<file path="src/rtl/pipe_hazard_ctrl.sv">
// Pipeline hazard controller: load-use stall, branch flush, memory-wait freeze, debug halt.
// Optional macro HAZARD_PERF_CNT_EN adds saturating stall/flush performance counters.
module pipe_hazard_ctrl #(
    parameter int unsigned MEM_TMO = 255
) (
    input  logic        clk,
    input  logic        reset,
    input  logic [4:0]  id_rs1,
    input  logic [4:0]  id_rs2,
    input  logic        id_uses_rs2,
    input  logic        ex_memread,
    input  logic [4:0]  ex_rd,
    input  logic        ex_branch_taken,
    input  logic        mem_req,
    input  logic        mem_ready,
    input  logic        halt_req,
    input  logic        resume,
    output logic        pc_stall,
    output logic        ifid_stall,
    output logic        idex_bubble,
    output logic        branch_reset,
    output logic        pipe_freeze,
    output logic        halted,
    output logic        mem_timeout,
    output logic [1:0]  state
`ifdef HAZARD_PERF_CNT_EN
    ,
    output logic [15:0] stall_cnt,
    output logic [15:0] flush_cnt
`endif
);

    typedef enum logic [1:0] {
        ST_RUN      = 2'b00,
        ST_MEM_WAIT = 2'b01,
        ST_HALT     = 2'b10,
        ST_ILLEGAL  = 2'b11
    } state_t;

    localparam logic [7:0] TMO_LIMIT = 8'(MEM_TMO);

    state_t     r_state;
    state_t     w_state_nxt;
    logic [7:0] r_timer;
    logic [7:0] w_timer_nxt;
    logic       r_mem_timeout;
    logic       w_set_timeout;
    logic       w_load_use;
    logic       w_mem_miss;

    assign w_load_use = ex_memread && (ex_rd != 5'd0) &&
                        ((ex_rd == id_rs1) || (id_uses_rs2 && (ex_rd == id_rs2)));
    assign w_mem_miss = mem_req && !mem_ready;

    always_ff @(posedge clk) begin
        if (!reset) begin
            r_state       <= ST_RUN;
            r_timer       <= '0;
            r_mem_timeout <= 1'b0;
        end else begin
            r_state       <= w_state_nxt;
            r_timer       <= w_timer_nxt;
            r_mem_timeout <= r_mem_timeout | w_set_timeout;
        end
    end

    always_comb begin
        w_state_nxt   = r_state;
        w_timer_nxt   = r_timer;
        w_set_timeout = 1'b0;
        pc_stall      = 1'b0;
        ifid_stall    = 1'b0;
        idex_bubble   = 1'b0;
        branch_reset  = 1'b0;
        pipe_freeze   = 1'b0;
        halted        = 1'b0;

        case (r_state)
            ST_RUN: begin
                // Priority: memory miss, taken branch, load-use, halt request.
                if (w_mem_miss) begin
                    pipe_freeze = 1'b1;
                    pc_stall    = 1'b1;
                    ifid_stall  = 1'b1;
                    w_timer_nxt = 8'd1;
                    w_state_nxt = ST_MEM_WAIT;
                end else if (ex_branch_taken) begin
                    branch_reset = 1'b1;
                end else if (w_load_use) begin
                    pc_stall    = 1'b1;
                    ifid_stall  = 1'b1;
                    idex_bubble = 1'b1;
                end else if (halt_req) begin
                    w_state_nxt = ST_HALT;
                end
            end
            ST_MEM_WAIT: begin
                pipe_freeze = 1'b1;
                pc_stall    = 1'b1;
                ifid_stall  = 1'b1;
                if (mem_ready) begin
                    w_timer_nxt = '0;
                    w_state_nxt = ST_RUN;
                end else if (r_timer == TMO_LIMIT) begin
                    w_set_timeout = 1'b1;
                    w_state_nxt   = ST_HALT;
                end else if (r_timer != 8'hFF) begin
                    w_timer_nxt = r_timer + 8'd1;
                end
            end
            ST_HALT: begin
                pc_stall    = 1'b1;
                ifid_stall  = 1'b1;
                idex_bubble = 1'b1;
                halted      = 1'b1;
                if (resume) begin
                    w_timer_nxt = '0;
                    w_state_nxt = ST_RUN;
                end
            end
            default: begin
                w_timer_nxt = '0;
                w_state_nxt = ST_RUN;
            end
        endcase

        // Control outputs are forced low while reset is asserted.
        if (!reset) begin
            pc_stall     = 1'b0;
            ifid_stall   = 1'b0;
            idex_bubble  = 1'b0;
            branch_reset = 1'b0;
            pipe_freeze  = 1'b0;
            halted       = 1'b0;
        end
    end

    assign mem_timeout = r_mem_timeout;
    assign state       = r_state;

`ifdef HAZARD_PERF_CNT_EN
    logic [15:0] r_stall_cnt;
    logic [15:0] r_flush_cnt;

    always_ff @(posedge clk) begin
        if (!reset) begin
            r_stall_cnt <= '0;
            r_flush_cnt <= '0;
        end else begin
            if (pc_stall && (r_stall_cnt != 16'hFFFF)) begin
                r_stall_cnt <= r_stall_cnt + 16'd1;
            end
            if (branch_reset && (r_flush_cnt != 16'hFFFF)) begin
                r_flush_cnt <= r_flush_cnt + 16'd1;
            end
        end
    end

    assign stall_cnt = r_stall_cnt;
    assign flush_cnt = r_flush_cnt;
`endif

endmodule
</file>
<file path="config.mk">
export PLATFORM = sky130hd
export DESIGN_NAME = pipe_hazard_ctrl
export DESIGN_NICKNAME = d
export VERILOG_FILES = /design/src/rtl/pipe_hazard_ctrl.sv
export SDC_FILE = /design/constraint.sdc
export NUM_CORES = 1
export LEC_CHECK = 0
export CAP_MARGIN = 10
export CORE_MARGIN = 2
export CORE_UTILIZATION = 35
export DETAILED_ROUTE_END_ITERATION = 10
export PLACE_DENSITY = 0.67
export SLEW_MARGIN = 20
export SYNTH_ARGS = -nofsm -noshare
export SYNTH_HDL_FRONTEND = slang
export SYNTH_SLANG_ARGS = --single-unit
</file>
<file path="constraint.sdc">
create_clock -name clk -period 2.6 [get_ports clk]
set_clock_uncertainty 0.1 [all_clocks]
set_input_delay 0.65 -clock clk [delete_from_list [all_inputs] [get_ports clk]]
set_output_delay 0.65 -clock clk [all_outputs]
set_load 0.05 [all_outputs]
</file>
### Signal wires by layer, run 1

Scale bar: 20 microns.
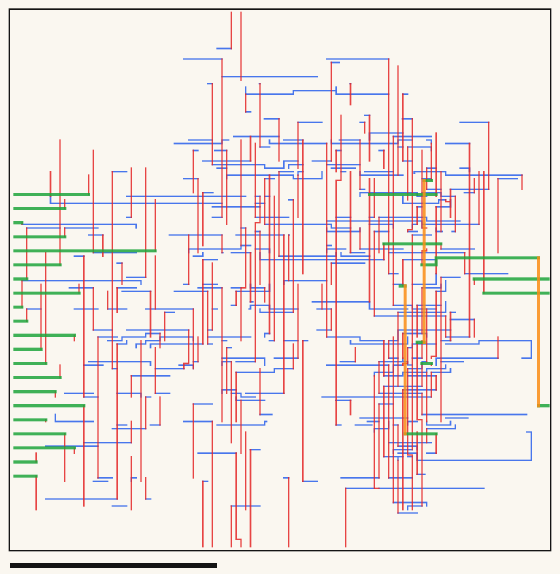
Key: M4 = orange [wire length 44.2 microns]; M2 = red [wire length 1110 microns]; M1 = blue [wire length 810 microns]; M3 = green [wire length 132 microns]
final WL: 2.094 mm
Overall Global Routing Usage: 16.71%
WL per Instance: 12.10 microns

### Selected gate families, run 1

Scale bar: 20 microns.
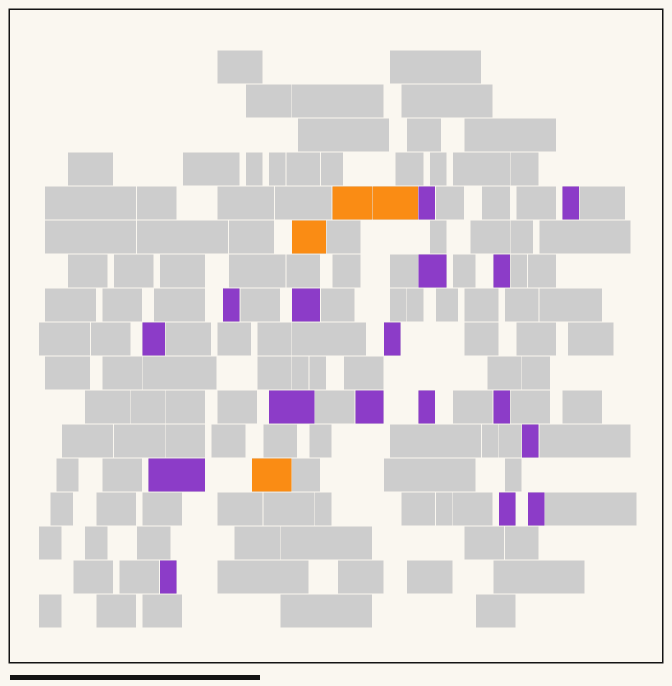
Key: nor cells = purple [cells 17]; non-inverting ao/oa cells = orange [cells 4]
commonest non-fill, non-tap cell in the layout: sky130_fd_sc_hd__xor2_1
post-layout instance count excluding filler cells: 173
share of the final layout cell area in multi-input gates: 43.49%

==> Flow_metrics.wiki, run 1 <==
=== Physical design figures ===
{| class="wikitable"
! Metric !! Value
|-
| Ys cells || 97
|-
| FP Util || 36.71%
|-
| Post-route standard cell area excluding fillers || 1355 sq um
|-
| Die height || 52.17 microns
|-
| Antenna violations before repair || 0
|-
| Logic gate share of total power || 50.5%
|-
| Fin Setup TNS || -0.5410 ns
|-
| Ranking of synthesized cells by instance count || sky130_fd_sc_hd__xor2_1 (15), sky130_fd_sc_hd__nor2_1 (12), sky130_fd_sc_hd__dfxtp_1 (11)
|-
| Combinational-cell power consumption || 312 uW
|-
| Least setup slack across all paths after layout || -0.2128 ns
|-
| Tightest Pin Transition || 0.4925 ns
|-
| Pwr top || combinational logic
|-
| Area of the die || 2721 sq um
|-
| Count of warning messages emitted by the tools || 32
|-
| Setup violations, final || 3
|-
| Synthesized instance count || 97
|-
| Arrival time worst endpoint || 2.06 ns
|-
| Cell variety after synth || 32
|-
| Placed cell areas || 1304 sq um
|-
| Register Area || 220.2 sq um
|-
| Critical path fanouts, max || 2
|-
| Core occupancy in the finished layout || 61.26%
|-
| Clock slew at the register clock pins of the worst setup and hold paths || 0.07 ns
|-
| Multi-input combinational cell area || 589.3 sq um
|-
| Total placed cells including tap cells || 167
|-
| Layout overhead on the synthesized area || 66.87%
|-
| Detailed-route via count || 868
|-
| TritonCTS clock tree || done
|-
| Inserted Clock Buffers || 3
|-
| Global-route wire length before repair || 3.443 mm
|-
| Total congestion overflow after global routing || 0
|-
| Worst Min Path Start || mem_timeout
|-
| Reported sequential group power || 186 uW
|-
| HPWL after DPL || 1.613 mm
|-
| Diode insertion count for antenna repair || 0
|-
| Mapped Avg Cell Area || 8.371 sq um
|-
| Cell area power density || 455.4 nW/um^2
|-
| Total of max-cap violations || 0
|-
| Adder-cell area share of the yosys netlist || 7.704%
|-
| Hold path depth || 2
|-
| Leakage || 0.5892 nW
|-
| Setup Crit Path Kind || in2out
|-
| Pin count of the biggest net entering global routing || 10
|-
| Number of fill cells || 218
|-
| MUX area fraction || 0%
|-
| Setup slack of the worst register-to-register path || 0.76 ns
|-
| Fraction of post-synthesis cell area in the top cell type by area || 27.12%
|-
| Max frequency || 355.5 MHz
|-
| Number of detailed-routing iterations run before antenna repair || 5
|-
| Die width || 52.17 microns
|-
| Number of pins exceeding their max-slew limit in the final report || 0
|-
| Mapped Area || 812.0 sq um
|-
| DRT iter0 DRCs || 12
|-
| Worst Setup End Kind || output port
|-
| Net count of the finished layout || 175
|-
| Worst min-delay path category || reg2reg
|-
| Endpoint required time on the critical path || 1.85 ns
|-
| Critical path launch point || id_rs1[4]
|-
| Clock Root Buffer || sky130_fd_sc_hd__clkbuf_4
|-
| Sw frac || 37.22%
|-
| Internal power consumption || 387.4 uW
|-
| Ys async rst share || 0%
|-
| Core region area || 2212 sq um
|-
| CTS H-tree depth || 1
|-
| Worst-case hold path end point || mem_timeout
|-
| Sw Pwr || 229.7 uW
|-
| Run status || complete, but fails checks
|-
| Final period demand of the worst path || 2.813 ns
|-
| Most numerous logic cells after layout || sky130_fd_sc_hd__xor2_1 (15), sky130_fd_sc_hd__buf_4 (12), sky130_fd_sc_hd__nor2_1 (11), sky130_fd_sc_hd__clkdlybuf4s50_1 (11), sky130_fd_sc_hd__dfxtp_1 (11)
|-
| Number of I/O pins || 33
|-
| Unrepaired setup endpoints after global routing || true
|-
| Cell with the most instances after synthesis || sky130_fd_sc_hd__xor2_1
|-
| Worst flop-to-flop path endpoint || r_timer[5]
|-
| Yosys stat chip area || 812.0 sq um
|-
| CP max stage delay || 0.31 ns
|-
| Cell breakdown of the critical path || dlygate4sd2_1 -> xor2_1 -> nor3_1 -> a32oi_1 -> o41ai_1 -> and3b_2 -> buf_12
|-
| Total power after layout || 617.1 uW
|-
| Worst vdd rail ir drop || 0.0002444 V
|-
| Synth flops || 11
|-
| Dominant register cell in the synthesized netlist || sky130_fd_sc_hd__dfxtp_1
|-
| Final-layout worst hold slack || 0.3641 ns
|-
| FF-to-FF path depth || 8
|-
| Violated checks || setup timing
|-
| Simple-gate share of the synthesized area || 29.43%
|-
| Compound Share, Synth || 14.33%
|-
| Number of nets still failing antenna checks after routing || 0
|-
| Row count || 17
|-
| Endpoint of the worst setup timing path || ifid_stall
|-
| Xor-xnor portion of the synthesized cell area || 17.26%
|-
| Gpl congestion || 0.7311
|-
| Port Buffers || 32
|-
| Number of clock sinks || 11
|-
| Count of final hold-check violations || 0
|-
| Number of global-route vias before repair || 905
|-
| Quantity of gates resized following cts || 47
|-
| Setup repair bufs after CTS || 1
|-
| Proportion of synthesized chip area in sequential cells || 27.12%
|-
| Count of yosys warnings during synthesis || 0
|-
| Headroom to the max-slew limit || 67.06%
|-
| DRC Markers || 0
|-
| Most area-consuming cells after synthesis || sky130_fd_sc_hd__dfxtp_1 (27%), sky130_fd_sc_hd__xor2_1 (16%), sky130_fd_sc_hd__ha_1 (7.7%)
|-
| Cell at the slowest stage of the critical path || sky130_fd_sc_hd__o41ai_1
|-
| Hold buffer count at cts || 0
|-
| Synthesized net count || 126
|-
| Startpoint Class || primary input
|-
| Via density per instance || 5.017
|-
| Top comb family, area || simple AND/OR/NAND/NOR gates
|-
| Share of layout cells above drive strength 1 || 28.97%
|-
| Cell taking the most area after synthesis || sky130_fd_sc_hd__dfxtp_1
|-
| Final clock period utilization by the worst path || 108.2%
|-
| Post-place setup slack || -0.5996 ns
|-
| EDFF count, synth || 0
|-
| Startpoint of the worst-slack reg-to-reg timing path || state[0]
|-
| Longest Clk Path Bufs || 2
|-
| Sequential power share || 30.2%
|}
### Congestion heat map, run 1

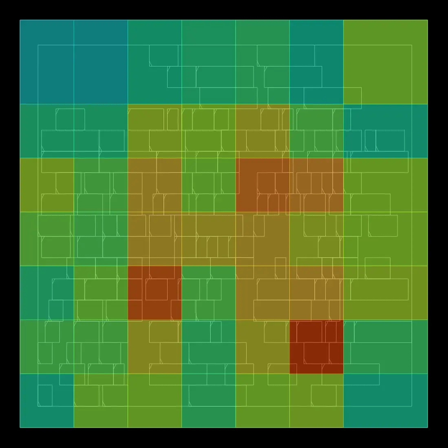
layer carrying the most global-route usage: met2
GR met1 Demand/Resource: 16.26%

### Clock network drawn from the DEF, run 1

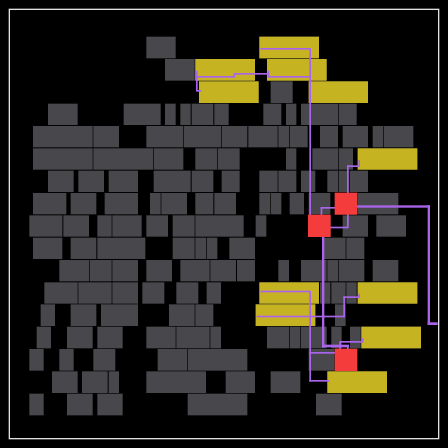
Key: clock wires = purple [length 156 microns]; flip-flops = yellow [count 11]; clock-net drivers = red [count 3]
There are 4 routed clock nets.
P_clk: 119 uW
worst-skew pair later-pin latency: 0.27 ns
relative contribution of the clock network to total power: 19.3%

==> run 1: layer usage <==
metal,track usage [%],wire length (microns)
met4,6.410,44
met3,2.011,132
met1,16.26,809
met2,34.60,1107
met5,0,0
==> run 1: flip-flops by register name, summed over array words and instances (netlist names) <==
name         flops
mem_timeout      1
r_timer          8
state            2
==> run 1: worst max-delay path: cells and delay by family <==
family                    cells  cell delay (ns)
xor gates and xnor gates      1             0.14
and+or+nand+nor               2             0.47
buffers and inverters         2             0.39
AOI/OAI and AO/OA             2             0.41
==> run 1: cell type report <==
| class | count | area share, % |
|---|---|---|
| Inverter | 5 | 1.385 |
| Clock buffer | 4 | 1.939 |
| Timing Repair Buffer | 46 | 34.35 |
| Sequential cell | 11 | 16.25 |
| Multi-Input combinational cell | 79 | 43.49 |
| Tap cell | 28 | 2.585 |
## Run 2: what changed since run 1
--- a/config.mk
+++ b/config.mk
@@ -5,7 +5,6 @@
 export SDC_FILE = /design/constraint.sdc
 export NUM_CORES = 1
 export LEC_CHECK = 0
-export CAP_MARGIN = 10
 export CORE_MARGIN = 2
 export CORE_UTILIZATION = 35
 export DETAILED_ROUTE_END_ITERATION = 10
### Congestion heat map, run 2

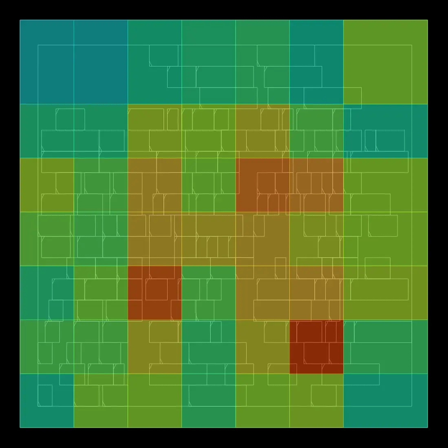
met3 Track Usage GR: 2.011%
core occupancy in the finished layout: 61.26%
met2 Use GR: 34.60%

### Cell area per tile, run 2

The die is cut into 10 by 10 equal tiles; dark blue is low, red is high, 0 to 100% covered.
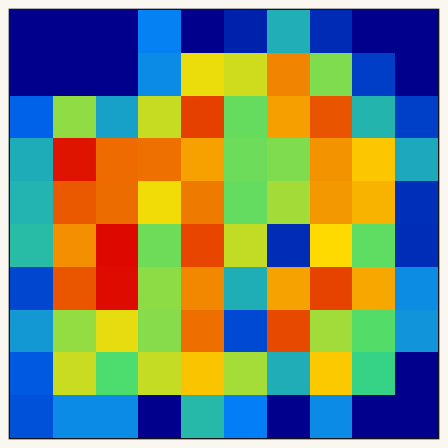
The mean over all tiles is 49%. 29% of the tiles are over 75% full. The emptiest ninth of the die: upper left. The densest ninth of the die: middle left.
core region area: 2212 sq um
FP Util: 36.71%

==> run 2 against run 1 <==
  * The flow still finishes with violations (setup timing)
  * Worst setup slack unchanged
  * Maximum frequency did not move
  * Cell count unchanged
  * Count of clock-buffer cells in the layout unchanged
  * Via count is the same
  * Combinational power about the same
  * Register-to-register slack is essentially flat
  * First-iteration DRC count unchanged
  * Global-route usage stayed put
  * Die area unchanged
  * Critical path depth stayed put
  * Critical path type unchanged
==> Flow_metrics.wiki, run 2 <==
=== Physical design figures ===
{| class="wikitable"
! Metric !! Value
|-
| Run status || complete, but fails checks
|-
| Violated checks || setup timing
|-
| Unrepaired setup endpoints after global routing || true
|-
| Startpoint Class || primary input
|-
| Hold path depth || 2 (unchanged)
|-
| Total placed cells including tap cells || 167 (unchanged)
|-
| Proportion of synthesized chip area in sequential cells || 27.12% (unchanged)
|-
| Hold buffer count at cts || 0 (unchanged)
|-
| Number of global-route vias before repair || 905 (unchanged)
|-
| Count of warning messages emitted by the tools || 32 (unchanged)
|-
| Final period demand of the worst path || 2.813 ns (unchanged)
|-
| Ranking of synthesized cells by instance count || sky130_fd_sc_hd__xor2_1 (15), sky130_fd_sc_hd__nor2_1 (12), sky130_fd_sc_hd__dfxtp_1 (11)
|-
| Quantity of gates resized following cts || 47 (unchanged)
|-
| Cell variety after synth || 32 (unchanged)
|-
| Xor-xnor portion of the synthesized cell area || 17.26% (unchanged)
|-
| Logic gate share of total power || 50.5% (about the same)
|-
| Cell with the most instances after synthesis || sky130_fd_sc_hd__xor2_1
|-
| CP max stage delay || 0.31 ns (about the same)
|-
| Number of clock sinks || 11 (unchanged)
|-
| Sequential power share || 30.2% (about the same)
|-
| Layer carrying the most global-route usage || met2
|-
| Commonest non-fill, non-tap cell in the layout || sky130_fd_sc_hd__xor2_1
|-
| Synth flops || 11 (unchanged)
|-
| Multi-input combinational cell area || 589.3 sq um (unchanged)
|-
| Worst Setup End Kind || output port
|-
| Final WL || 2.094 mm (unchanged)
|-
| TritonCTS clock tree || done
|-
| Most area-consuming cells after synthesis || sky130_fd_sc_hd__dfxtp_1 (27%), sky130_fd_sc_hd__xor2_1 (16%), sky130_fd_sc_hd__ha_1 (7.7%)
|-
| Count of final hold-check violations || 0 (unchanged)
|-
| DRT iter0 DRCs || 12 (unchanged)
|-
| Gpl congestion || 0.7311 (unchanged)
|-
| Overall Global Routing Usage || 16.71% (unchanged)
|-
| HPWL after DPL || 1.613 mm (unchanged)
|-
| Endpoint of the worst setup timing path || ifid_stall
|-
| Area of the die || 2721 sq um (unchanged)
|-
| CTS H-tree depth || 1 (unchanged)
|-
| Dominant register cell in the synthesized netlist || sky130_fd_sc_hd__dfxtp_1
|-
| Number of I/O pins || 33 (unchanged)
|-
| Longest Clk Path Bufs || 2 (unchanged)
|-
| Critical path launch point || id_rs1[4]
|-
| Startpoint of the worst-slack reg-to-reg timing path || state[0]
|-
| Ys async rst share || 0% (unchanged)
|-
| WL per Instance || 12.10 microns (unchanged)
|-
| Synthesized net count || 126 (unchanged)
|-
| Sw frac || 37.22% (unchanged)
|-
| Layout overhead on the synthesized area || 66.87% (unchanged)
|-
| Met2 layer wire length in the routed design || 1.107 mm (unchanged)
|-
| Mapped Avg Cell Area || 8.371 sq um (unchanged)
|-
| Adder-cell area share of the yosys netlist || 7.704% (unchanged)
|-
| Number of fill cells || 218 (unchanged)
|-
| Least setup slack across all paths after layout || -0.2128 ns (unchanged)
|-
| Die height || 52.17 microns (unchanged)
|-
| GR met1 Demand/Resource || 16.26% (unchanged)
|-
| Net count of the finished layout || 175 (unchanged)
|-
| Number of detailed-routing iterations run before antenna repair || 5 (unchanged)
|-
| Fraction of post-synthesis cell area in the top cell type by area || 27.12% (unchanged)
|-
| Count of yosys warnings during synthesis || 0 (unchanged)
|-
| EDFF count, synth || 0 (unchanged)
|-
| Mapped Area || 812.0 sq um (unchanged)
|-
| Buf+Inv Stages, Crit Path || 2 (unchanged)
|-
| Worst-case hold path end point || mem_timeout
|-
| Number of pins exceeding their max-slew limit in the final report || 0 (unchanged)
|-
| Total of max-cap violations || 0 (unchanged)
|-
| FF-to-FF path depth || 8 (unchanged)
|-
| Worst flop-to-flop path endpoint || r_timer[5]
|-
| Arrival time worst endpoint || 2.06 ns (about the same)
|-
| Top layer in use || met4
|-
| Detailed-route via count || 868 (unchanged)
|-
| Cell breakdown of the critical path || dlygate4sd2_1 -> xor2_1 -> nor3_1 -> a32oi_1 -> o41ai_1 -> and3b_2 -> buf_12
|-
| Simple-gate share of the synthesized area || 29.43% (unchanged)
|-
| Worst-skew pair later-pin latency || 0.27 ns (about the same)
|-
| Largest reg by FF count || r_timer
|-
| Max frequency || 355.5 MHz (unchanged)
|-
| Critical path fanouts, max || 2 (unchanged)
|-
| DRC Markers || 0 (unchanged)
|-
| Synthesized instance count || 97 (unchanged)
|-
| Met3 wire length || 132 microns (unchanged)
|-
| Endpoint required time on the critical path || 1.85 ns (about the same)
|-
| Row count || 17 (unchanged)
|-
| Number of nets still failing antenna checks after routing || 0 (unchanged)
|-
| P_clk || 119 uW (about the same)
|-
| Global-route wire length before repair || 3.443 mm (unchanged)
|-
| Clock slew at the register clock pins of the worst setup and hold paths || 0.07 ns (about the same)
|-
| Post-place setup slack || -0.5996 ns (unchanged)
|-
| Register Area || 220.2 sq um (unchanged)
|-
| Clock Root Buffer || sky130_fd_sc_hd__clkbuf_4
|-
| Pwr top || combinational logic
|-
| Pin count of the biggest net entering global routing || 10 (unchanged)
|-
| Setup repair bufs after CTS || 1 (unchanged)
|-
| Die width || 52.17 microns (unchanged)
|-
| Worst vdd rail ir drop || 0.0002444 V (unchanged)
|-
| Worst min-delay path category || reg2reg
|-
| Most numerous logic cells after layout || sky130_fd_sc_hd__xor2_1 (15), sky130_fd_sc_hd__buf_4 (12), sky130_fd_sc_hd__nor2_1 (11), sky130_fd_sc_hd__clkdlybuf4s50_1 (11), sky130_fd_sc_hd__dfxtp_1 (11)
|-
| Antenna violations before repair || 0 (unchanged)
|-
| Port Buffers || 32 (unchanged)
|-
| Cell area power density || 455.4 nW/um^2 (unchanged)
|-
| Via density per instance || 5.017 (unchanged)
|-
| Internal power consumption || 387.4 uW (unchanged)
|-
| Yosys stat chip area || 812.0 sq um (unchanged)
|-
| Sw Pwr || 229.7 uW (unchanged)
|-
| Instance count on the critical path || 7 (unchanged)
|-
| Tightest Pin Transition || 0.4925 ns (unchanged)
|-
| Share of layout cells above drive strength 1 || 28.97% (unchanged)
|-
| Cell at the slowest stage of the critical path || sky130_fd_sc_hd__o41ai_1
|-
| Post-route standard cell area excluding fillers || 1355 sq um (unchanged)
|-
| Number of flip-flops under the largest register name || 8 (unchanged)
|-
| Final clock period utilization by the worst path || 108.2% (unchanged)
|-
| Inserted Clock Buffers || 3 (unchanged)
|-
| Headroom to the max-slew limit || 67.06% (unchanged)
|-
| Post-layout instance count excluding filler cells || 173 (unchanged)
|-
| Diode insertion count for antenna repair || 0 (unchanged)
|-
| Cell taking the most area after synthesis || sky130_fd_sc_hd__dfxtp_1
|-
| Wire length the detailed router placed on met1 || 809 microns (unchanged)
|-
| Setup slack of the worst register-to-register path || 0.76 ns (about the same)
|-
| Crit-path leading delay family || simple AND/OR/NAND/NOR gates
|-
| Worst Min Path Start || mem_timeout
|-
| Leakage || 0.5892 nW (unchanged)
|-
| MUX area fraction || 0% (unchanged)
|-
| Relative contribution of the clock network to total power || 19.3% (about the same)
|-
| Combinational-cell power consumption || 312 uW (about the same)
|-
| Setup violations, final || 3 (unchanged)
|-
| Setup Crit Path Kind || in2out
|-
| Ys cells || 97 (unchanged)
|-
| Total congestion overflow after global routing || 0 (unchanged)
|-
| Reported sequential group power || 186 uW (about the same)
|-
| Compound Share, Synth || 14.33% (unchanged)
|-
| Top comb family, area || simple AND/OR/NAND/NOR gates
|}
### Clock network drawn from the DEF, run 2

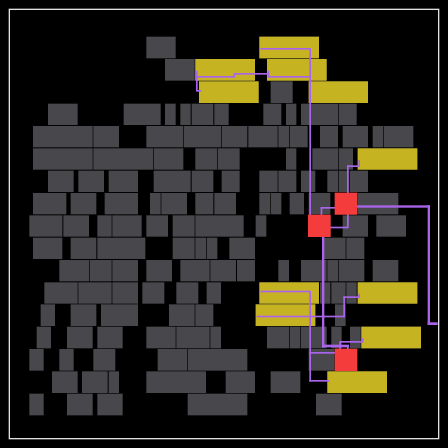
Key: flip-flops = yellow [count 11]; clock wires = purple [length 156 microns]; clock-net drivers = red [count 3]
There are 4 routed clock nets.

[run 2: metrics by stage]
step                power [mW]  util, %  hold WS (ns)  TNS (ns)
floorplan               0.3584        -        0.3432   -0.2785
global placement        0.4948    58.94        0.3500    -1.709
detailed placement      0.4965    58.94        0.3528    -1.811
CTS                     0.6109    60.80        0.3653   -0.6854
global route            0.6459    61.26        0.3976    -1.043
finish                  0.6171    61.26        0.3641   -0.5410
[run 2: layout make-up]
| cell class | count | share of cell area (%) |
|---|---|---|
| Tap cell | 28 | 2.585 |
| Sequential cell | 11 | 16.25 |
| Timing Repair Buffer | 46 | 34.35 |
| Inverter | 5 | 1.385 |
| Multi-Input combinational cell | 79 | 43.49 |
| Clock buffer | 4 | 1.939 |
## Run 3: what changed since run 2
--- a/config.mk
+++ b/config.mk
@@ -8,7 +8,7 @@
 export CORE_MARGIN = 2
 export CORE_UTILIZATION = 35
 export DETAILED_ROUTE_END_ITERATION = 10
-export PLACE_DENSITY = 0.67
+export PLACE_DENSITY = 0.69
 export SLEW_MARGIN = 20
 export SYNTH_ARGS = -nofsm -noshare
 export SYNTH_HDL_FRONTEND = slang
### Selected gate families, run 3

Scale bar: 20 microns.
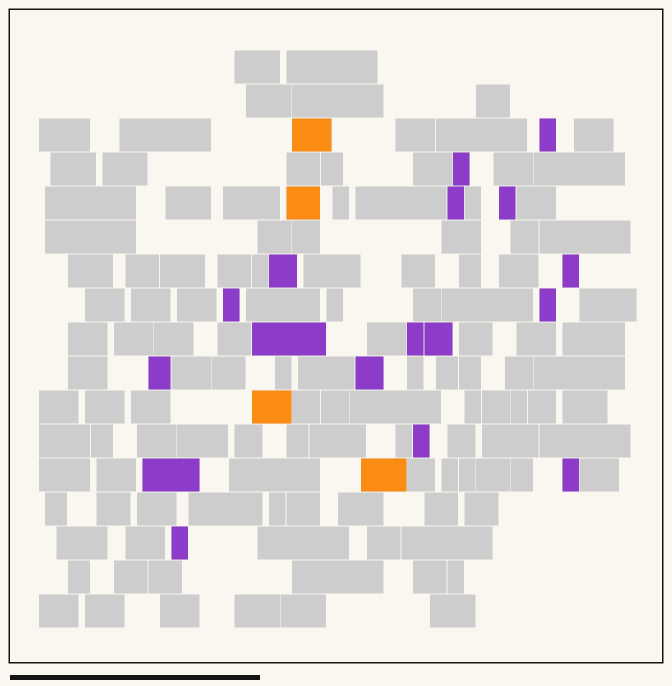
Key: non-inverting ao/oa cells = orange [cells 4]; nor cells = purple [cells 17]
post-layout instance count excluding filler cells: 171
share of the final layout cell area in multi-input gates: 43.72%

### Congestion heat map, run 3

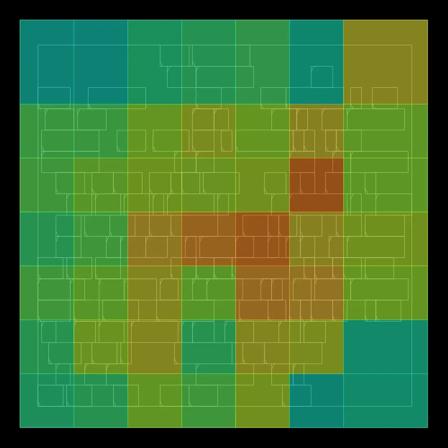
met3 Track Usage GR: 2.299%
GR met1 Demand/Resource: 16.84%
core occupancy in the finished layout: 60.80%

==> run 3 against run 2 <==
  * Critical path depth stayed put
  * Sequential power hardly changed
  * Critical path type unchanged
  * Non-clock buffer count is 2 lower
  * The flow still finishes with violations (setup timing)
  * Register-to-register slack worse by 0.07 ns
  * Clock power hardly changed
  * Cell area is 0.74% lower
  * Global-route usage is 0.20 points higher
  * Critical endpoint unchanged
  * Maximum frequency is 0.19% higher
  * First-iteration DRC count is 17% higher
  * Combinational power is 3% lower
  * Sequential share of layout area is 0.12 points higher
==> Flow_metrics.wiki, run 3 <==
=== Physical design figures ===
{| class="wikitable"
! Metric !! Value
|-
| Number of global-route vias before repair || 849 (-6.2%)
|-
| Violated checks || setup timing
|-
| Post-route standard cell area excluding fillers || 1345 sq um (-0.74%)
|-
| Worst flop-to-flop path endpoint || r_timer[0]
|-
| Pin count of the biggest net entering global routing || 10 (unchanged)
|-
| FP Util || 36.71% (unchanged)
|-
| Simple-gate share of the synthesized area || 29.43% (unchanged)
|-
| Largest reg by FF count || r_timer
|-
| Cell breakdown of the critical path || buf_6 -> xor2_1 -> nor4_2 -> a32oi_1 -> o41ai_1 -> and3b_2 -> buf_12
|-
| Commonest non-fill, non-tap cell in the layout || sky130_fd_sc_hd__xor2_1
|-
| Final clock period utilization by the worst path || 108.0% (-0.21 points)
|-
| Met2 Use GR || 34.39% (-0.21 points)
|-
| EDFF count, synth || 0 (unchanged)
|-
| Cell variety after synth || 32 (unchanged)
|-
| Global-route wire length before repair || 3.484 mm (+1.2%)
|-
| Mapped Avg Cell Area || 8.371 sq um (unchanged)
|-
| Layout overhead on the synthesized area || 65.64%
|-
| Ranking of synthesized cells by instance count || sky130_fd_sc_hd__xor2_1 (15), sky130_fd_sc_hd__nor2_1 (12), sky130_fd_sc_hd__dfxtp_1 (11)
|-
| Area of the die || 2721 sq um (unchanged)
|-
| Setup violations, final || 3 (unchanged)
|-
| # clk buffers || 4 (unchanged)
|-
| Register Area || 220.2 sq um (unchanged)
|-
| Setup slack of the worst register-to-register path || 0.69 ns (-0.07 ns)
|-
| Adder-cell area share of the yosys netlist || 7.704% (unchanged)
|-
| Critical path fanouts, max || 2 (unchanged)
|-
| Hold path depth || 2 (unchanged)
|-
| Number of pins exceeding their max-slew limit in the final report || 0 (unchanged)
|-
| Count of warning messages emitted by the tools || 32 (unchanged)
|-
| Worst Setup End Kind || output port
|-
| Most numerous logic cells after layout || sky130_fd_sc_hd__xor2_1 (14), sky130_fd_sc_hd__buf_4 (12), sky130_fd_sc_hd__nor2_1 (11), sky130_fd_sc_hd__dfxtp_1 (11), sky130_fd_sc_hd__clkdlybuf4s50_1 (10)
|-
| Die height || 52.17 microns (unchanged)
|-
| Total congestion overflow after global routing || 0 (unchanged)
|-
| Post-place setup slack || -0.6257 ns (-0.02609 ns)
|-
| Leakage || 0.5914 nW (+0.37%)
|-
| Worst vdd rail ir drop || 0.0002400 V (-1.8%)
|-
| Multi-input combinational cell area || 588.1 sq um (-0.21%)
|-
| Top comb family, area || simple AND/OR/NAND/NOR gates
|-
| Worst-case hold path end point || mem_timeout
|-
| FF-to-FF path depth || 6 (-2)
|-
| Gpl congestion || 0.7449 (+1.9%)
|-
| Cell with the most instances after synthesis || sky130_fd_sc_hd__xor2_1
|-
| Setup Crit Path Kind || in2out
|-
| Number of clock sinks || 11 (unchanged)
|-
| Total power after layout || 610.1 uW (-1.1%)
|-
| Layer carrying the most global-route usage || met2
|-
| Buffer count excluding the clock tree in the final layout || 44 (-4.3%)
|-
| Mapped Area || 812.0 sq um (unchanged)
|-
| Share of layout cells above drive strength 1 || 26.57% (-2.4 points)
|-
| Arrival time worst endpoint || 2.06 ns (about the same)
|-
| CP max stage delay || 0.31 ns (about the same)
|-
| Startpoint Class || primary input
|-
| Most area-consuming cells after synthesis || sky130_fd_sc_hd__dfxtp_1 (27%), sky130_fd_sc_hd__xor2_1 (16%), sky130_fd_sc_hd__ha_1 (7.7%)
|-
| Data buffer area share || 33.95% (-0.40 points)
|-
| Longest Clk Path Bufs || 2 (unchanged)
|-
| Endpoint required time on the critical path || 1.85 ns (about the same)
|-
| Instance count on the critical path || 7 (unchanged)
|-
| Cell taking the most area after synthesis || sky130_fd_sc_hd__dfxtp_1
|-
| Ys async rst share || 0% (unchanged)
|-
| Number of I/O pins || 33 (unchanged)
|-
| Number of sequential cells in the layout || 11 (unchanged)
|-
| Run status || complete, but fails checks
|-
| DRC Markers || 0 (unchanged)
|-
| Least setup slack across all paths after layout || -0.2074 ns (+0.005414 ns)
|-
| Top layer in use || met4
|-
| Met2 layer wire length in the routed design || 1.139 mm (+2.9%)
|-
| Inserted Clock Buffers || 3 (unchanged)
|-
| Count of inverters other than clock inverters in the layout || 5 (unchanged)
|-
| Total placed cells including tap cells || 166 (-0.60%)
|-
| Hold buffer count at cts || 0 (unchanged)
|-
| Clk tree area frac || 1.953% (+0.014 points)
|-
| Count of yosys warnings during synthesis || 0 (unchanged)
|-
| Via density per instance || 4.901 (-2.3%)
|-
| Number of fill cells || 220 (+0.92%)
|}
### Signal wires by layer, run 3

Scale bar: 20 microns.
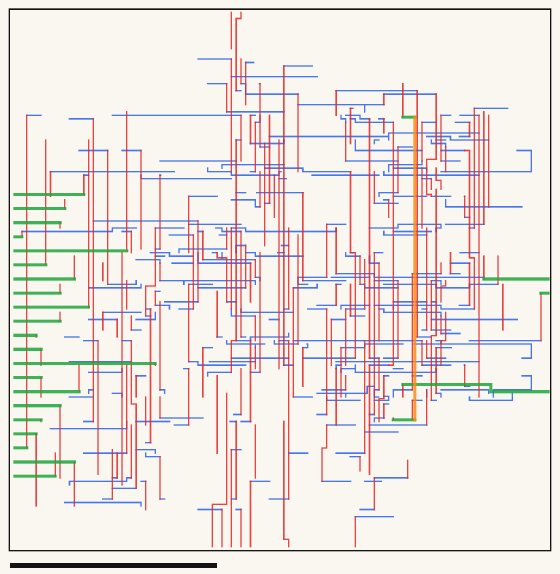
Key: M3 = green [wire length 124 microns]; M1 = blue [wire length 803 microns]; M2 = red [wire length 1140 microns]; M4 = orange [wire length 29.2 microns]
final WL: 2.095 mm
detailed-route via count: 838
Overall Global Routing Usage: 16.91%
WL per Instance: 12.25 microns

-- run 3: where the power goes --
| group | total, mW | leakage [nW] | internal [mW] | switching, mW |
|---|---|---|---|---|
| Combinational | 0.303 | 0.487 | 0.142 | 0.161 |
| Clock | 0.120 | 0.0150 | 0.0595 | 0.0606 |
| Sequential | 0.187 | 0.0892 | 0.177 | 0.00972 |
-- run 3: worst register-to-register path, delay by kind of cell (launching register included) --
kind / cells / cell delay (ns)
AOI/OAI and AO/OA: 2 / 0.67
adders and majority gates: 1 / 0.21
buffers and inverters: 1 / 0.09
DFF: 1 / 0.43
and+or+nand+nor: 2 / 0.30
-- run 3: what timing repair did --
action,in CTS,in global routing
setup endpoints to repair,5,5
hold endpoints to repair,0,0
pin swaps,12,9
setup buffers,1,1
resized,43,8
Power and IR drop assume default switching activity.
